## src/rtl/mem_access_unit_pkg.sv

```systemverilog
// Shared definitions for the load/store sequencer: FSM encodings, default widths,
// register-file index constants and the writeback-eligibility helper.
package mem_access_unit_pkg;

  typedef enum logic [1:0] {
    MAU_IDLE = 2'd0,
    MAU_REQ  = 2'd1,
    MAU_WB   = 2'd2
  } mau_state_e;

  localparam int MAU_ADDR_W   = 12;
  localparam int MAU_DATA_W   = 8;
  localparam int MAU_NUM_REGS = 11;
  localparam int MAU_TIMEOUT  = 255;

  // RM0/RM1 sit just above the writable GPRs, so loads aimed at them never write back.
  localparam logic [3:0] RM0 = 4'd11;
  localparam logic [3:0] RM1 = 4'd12;

  function automatic logic reg_writable(input logic [3:0] idx, input int num_regs);
    return int'(idx) < num_regs;
  endfunction

endpackage

```

## src/rtl/mem_access_unit_watchdog.sv

```systemverilog
// Bus watchdog for mem_access_unit: counts REQ cycles without an ack and flags
// expiry on the cycle that would reach TIMEOUT.
module mau_watchdog #(
  parameter int TIMEOUT = 255
) (
  input  logic clk,
  input  logic rst,
  input  logic clear_i,
  input  logic tick_i,
  output logic expire_o
);

  localparam int CW = $clog2(TIMEOUT + 1);

  logic [CW-1:0] cnt_q;
  logic [CW-1:0] cnt_d;

  always_comb begin
    cnt_d = cnt_q;
    if (clear_i) begin
      cnt_d = '0;
    end else if (tick_i) begin
      cnt_d = cnt_q + CW'(1);
    end
  end

  always_ff @(posedge clk or posedge rst) begin
    if (rst) begin
      cnt_q <= '0;
    end else begin
      cnt_q <= cnt_d;
    end
  end

  // Expiry fires on the TIMEOUT-th ack-less REQ cycle, so ram_req is high exactly TIMEOUT cycles.
  assign expire_o = tick_i && (cnt_q == CW'(TIMEOUT - 1));

endmodule

```

## src/rtl/mem_access_unit.sv

```systemverilog
// Load/store sequencer between the register file and the data-RAM req/ack bus.
// Optional bus timeout with abort is built when MAU_TIMEOUT_EN is defined.
module mem_access_unit
  import mem_access_unit_pkg::*;
#(
  parameter int ADDR_W   = MAU_ADDR_W,
  parameter int DATA_W   = MAU_DATA_W,
  parameter int NUM_REGS = MAU_NUM_REGS,
  parameter int TIMEOUT  = MAU_TIMEOUT
) (
  input  logic              clk,
  input  logic              rst,
  input  logic              start,
  input  logic              is_store,
  input  logic [3:0]        rd,
  input  logic [DATA_W-1:0] st_data,
  input  logic [ADDR_W-1:0] addr_in,
  output logic              busy,
  output logic              done,
  output logic              err,
  output logic              ram_req,
  output logic              ram_we,
  output logic [ADDR_W-1:0] ram_addr,
  output logic [DATA_W-1:0] ram_wdata,
  input  logic [DATA_W-1:0] ram_rdata,
  input  logic              ram_ack,
  output logic              gpr_we,
  output logic [3:0]        gpr_waddr,
  output logic [DATA_W-1:0] gpr_wdata
);

  mau_state_e        state_q;
  logic              busy_q;
  logic              done_q;
  logic              req_q;
  logic              is_store_q;
  logic [3:0]        rd_q;
  logic [DATA_W-1:0] data_q;
  logic [ADDR_W-1:0] addr_q;
  logic              gpr_we_q;
  logic [3:0]        gpr_waddr_q;
  logic [DATA_W-1:0] gpr_wdata_q;
  logic              accept;
  logic              expire;

  assign accept = (state_q == MAU_IDLE) && !busy_q && start;

`ifdef MAU_TIMEOUT_EN
  logic err_q;

  mau_watchdog #(
    .TIMEOUT (TIMEOUT)
  ) u_watchdog (
    .clk      (clk),
    .rst      (rst),
    .clear_i  (accept),
    .tick_i   ((state_q == MAU_REQ) && !ram_ack),
    .expire_o (expire)
  );

  always_ff @(posedge clk or posedge rst) begin
    if (rst) begin
      err_q <= 1'b0;
    end else begin
      err_q <= expire;
    end
  end

  assign err = err_q;
`else
  assign expire = 1'b0;
  assign err    = 1'b0;
`endif

  // busy stays up through the done cycle; IDLE spends one cycle clearing it before accepting again.
  always_ff @(posedge clk or posedge rst) begin
    if (rst) begin
      state_q     <= MAU_IDLE;
      busy_q      <= 1'b0;
      done_q      <= 1'b0;
      req_q       <= 1'b0;
      is_store_q  <= 1'b0;
      rd_q        <= '0;
      data_q      <= '0;
      addr_q      <= '0;
      gpr_we_q    <= 1'b0;
      gpr_waddr_q <= '0;
      gpr_wdata_q <= '0;
    end else begin
      done_q   <= 1'b0;
      gpr_we_q <= 1'b0;
      case (state_q)
        MAU_IDLE: begin
          if (busy_q) begin
            busy_q <= 1'b0;
          end else if (start) begin
            busy_q     <= 1'b1;
            req_q      <= 1'b1;
            is_store_q <= is_store;
            rd_q       <= rd;
            data_q     <= st_data;
            addr_q     <= addr_in;
            state_q    <= MAU_REQ;
          end
        end
        MAU_REQ: begin
          if (ram_ack) begin
            req_q <= 1'b0;
            if (is_store_q) begin
              done_q  <= 1'b1;
              state_q <= MAU_IDLE;
            end else begin
              data_q  <= ram_rdata;
              state_q <= MAU_WB;
            end
          end else if (expire) begin
            req_q   <= 1'b0;
            done_q  <= 1'b1;
            state_q <= MAU_IDLE;
          end
        end
        MAU_WB: begin
          gpr_we_q    <= reg_writable(rd_q, NUM_REGS);
          gpr_waddr_q <= rd_q;
          gpr_wdata_q <= data_q;
          done_q      <= 1'b1;
          state_q     <= MAU_IDLE;
        end
        default: begin
          state_q <= MAU_IDLE;
        end
      endcase
    end
  end

  assign busy      = busy_q;
  assign done      = done_q;
  assign ram_req   = req_q;
  assign ram_we    = is_store_q;
  assign ram_addr  = addr_q;
  assign ram_wdata = data_q;
  assign gpr_we    = gpr_we_q;
  assign gpr_waddr = gpr_waddr_q;
  assign gpr_wdata = gpr_wdata_q;

endmodule
```

## config.mk

```make
export PLATFORM = sky130hd
export DESIGN_NAME = mem_access_unit
export DESIGN_NICKNAME = d
export VERILOG_FILES = /design/src/rtl/mem_access_unit_pkg.sv /design/src/rtl/mem_access_unit_watchdog.sv /design/src/rtl/mem_access_unit.sv
export SDC_FILE = /design/constraint.sdc
export NUM_CORES = 1
export LEC_CHECK = 0
export ABC_AREA = 1
export CORE_ASPECT_RATIO = 1.75
export CORE_UTILIZATION = 35
export DETAILED_ROUTE_END_ITERATION = 10
export PLACE_DENSITY = 0.68
export RECOVER_POWER = 100
export SLEW_MARGIN = 20
export SYNTH_ARGS = -nofsm -noshare
export SYNTH_HDL_FRONTEND = slang
export SYNTH_SLANG_ARGS = --single-unit
export TNS_END_PERCENT = 5
```

## constraint.sdc

```tcl
create_clock -name clk -period 1.4 [get_ports clk]
set_clock_uncertainty 0.05 [all_clocks]
set_input_delay 0.21 -clock clk [delete_from_list [all_inputs] [get_ports clk]]
set_output_delay 0.21 -clock clk [all_outputs]
set_load 0.005 [all_outputs]
```

Figure 1. Clock routing (run 1).
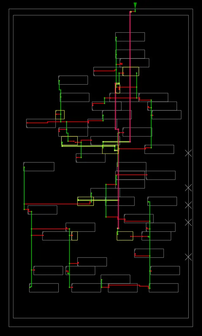
clock buffer count: 6
CTS sink count: 43
count of flip-flops and latches: 43
clk latency late pin: 290 ps

Figure 2. Metal 1 (run 1).
Supply wires on this layer in gray.
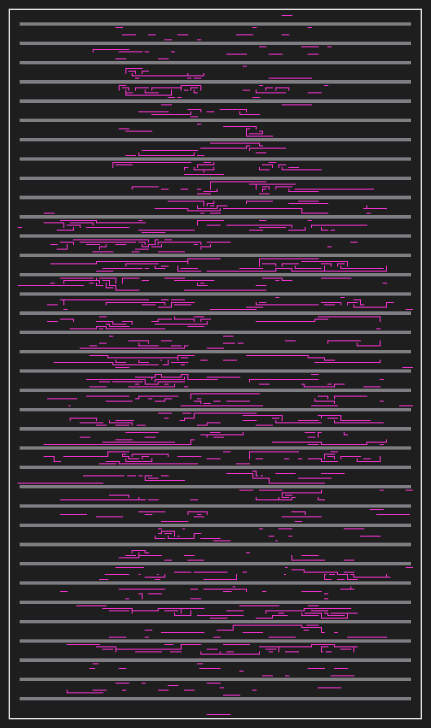
nets with wire on the layer: 312
share of all routed wire: 40%
wire length on this layer: 1770 um
longest straight run: 20.7 um
wirelength, routed: 4450 um
Vias: 1690
met1 Use GR: 19.5%

==> out/results.txt, run 1 <==
FP Util: 36.5%
Static leakage: 1.56 nW
Met3 WL: 88 um
WP depth: 1
Layout cell share with drive strength beyond 1: 12.1%
Register area: 0.00108 mm^2
Worst Path Max Fanout: 1
Yosys top cell by instances: nand2_1
Worst IR Drop VDD: 0.00129 V
Busiest grt layer: met2
Site Rows: 35
PortBufs: 73
Post-route cell area: 0.00289 mm^2
Core region area: 0.00526 mm^2
Hold-critical path endpoint: ram_addr[5]
Dominant class by area: sequential cells
CP Launch Type: flip-flop
Endpoint type of the worst setup path: output port
Yosys cell count: 227
Clock share of power: 13.0%
Netlist cell types: 23
Residual DRC count: 5
Simple-Gate Fraction of Synth Area: 26.0%
Logic area: 752 um^2
Status: complete, but fails checks
Number of synthesis warnings: 0
Syn Area/Cell: 8.44 um^2
YS chip area: 0.00192 mm^2
Top cell area share: 56.1%
# H-tree levels: 2
Inverter count: 26
Worst R2R Path Depth: 6
Worst path bufs/invs: 1
Switching power share of the total: 39.3%
Hold Path Stages: 3
Violations in the final reports: DRC
# resized after CTS: 42
Dpl cells: 359
Cell-internal power: 3.58 mW
Top delay family on crit path: buffers and inverters
Figure 3. Sequential cells colored by netlist name (run 1).
Other sequential cells in the stronger gray, the rest of the logic in the fainter gray.
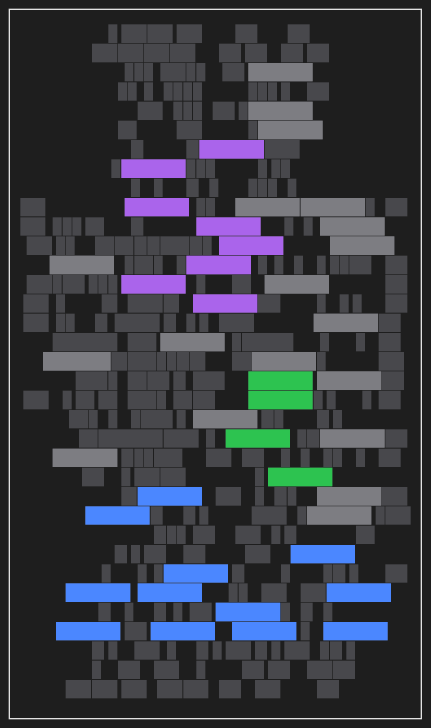
[green] rd_q | sequential cells: 4
[blue] ram_addr | sequential cells: 12
[purple] ram_wdata | sequential cells: 8
not colored: 19

==> run 2: changes to the inputs <==
- SYNTH_HIERARCHICAL: unset -> 1
Figure 4. Clock routing (run 2).
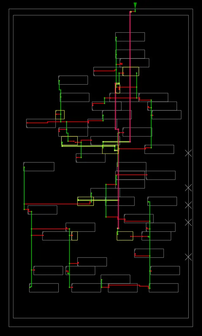
clock network power: 0.766 mW
cts bufs inserted: 5

==> run 2 against run 1 <==
The run still ends with DRC left. Critical path depth did not move. Via count did not move. Critical path type unchanged. Largest power group unchanged. Utilization did not move. Die area did not move.
==> out/results.txt, run 2 <==
Worst Path Max Fanout: 1
Clock Tree Root: clkbuf_8
Flop pwr share: 36.8%
Violations in the final reports: DRC
Register area: 0.00108 mm^2
Met3 WL: 88 um
Syn Area/Cell: 8.44 um^2
YS chip area: 0.00192 mm^2
Static leakage: 1.56 nW
Worst IR Drop VDD: 0.00129 V
CP Launch Type: flip-flop
# H-tree levels: 2
Clock Pin Slew Worst Setup and Hold Paths: 80 ps
Clock share of power: 13.0%
CTS sink count: 43
Vias: 1690
Top cell area share: 56.1%
Hold-critical path endpoint: ram_addr[5]
Worst path bufs/invs: 1
Met1 Use GR: 19.5%
Core region area: 0.00526 mm^2
Post-route cell area: 0.00289 mm^2
Worst R2R Path Depth: 6
Endpoint type of the worst setup path: output port
PortBufs: 73
Status: complete, but fails checks
Switching power share of the total: 39.3%
Clk latency late pin: 290 ps
Simple-Gate Fraction of Synth Area: 26.0%
Top delay family on crit path: buffers and inverters
Most frequent cells in the layout: nand2_1 (100), dfrtp_1 (42), clkdlybuf4s50_1 (36)
Logic area: 752 um^2
FP Util: 36.5%
Yosys cell count: 227
Dominant class by area: sequential cells
Synth logic family: simple AND/OR/NAND/NOR gates
Cell-internal power: 3.58 mW
Layout cell share with drive strength beyond 1: 12.1%
Hold Path Stages: 3
Site Rows: 35
Number of synthesis warnings: 6
Clock buffer count: 6
Residual DRC count: 5
# resized after CTS: 42
Power figures rest on the tool's default switching activity, not on a simulated workload.
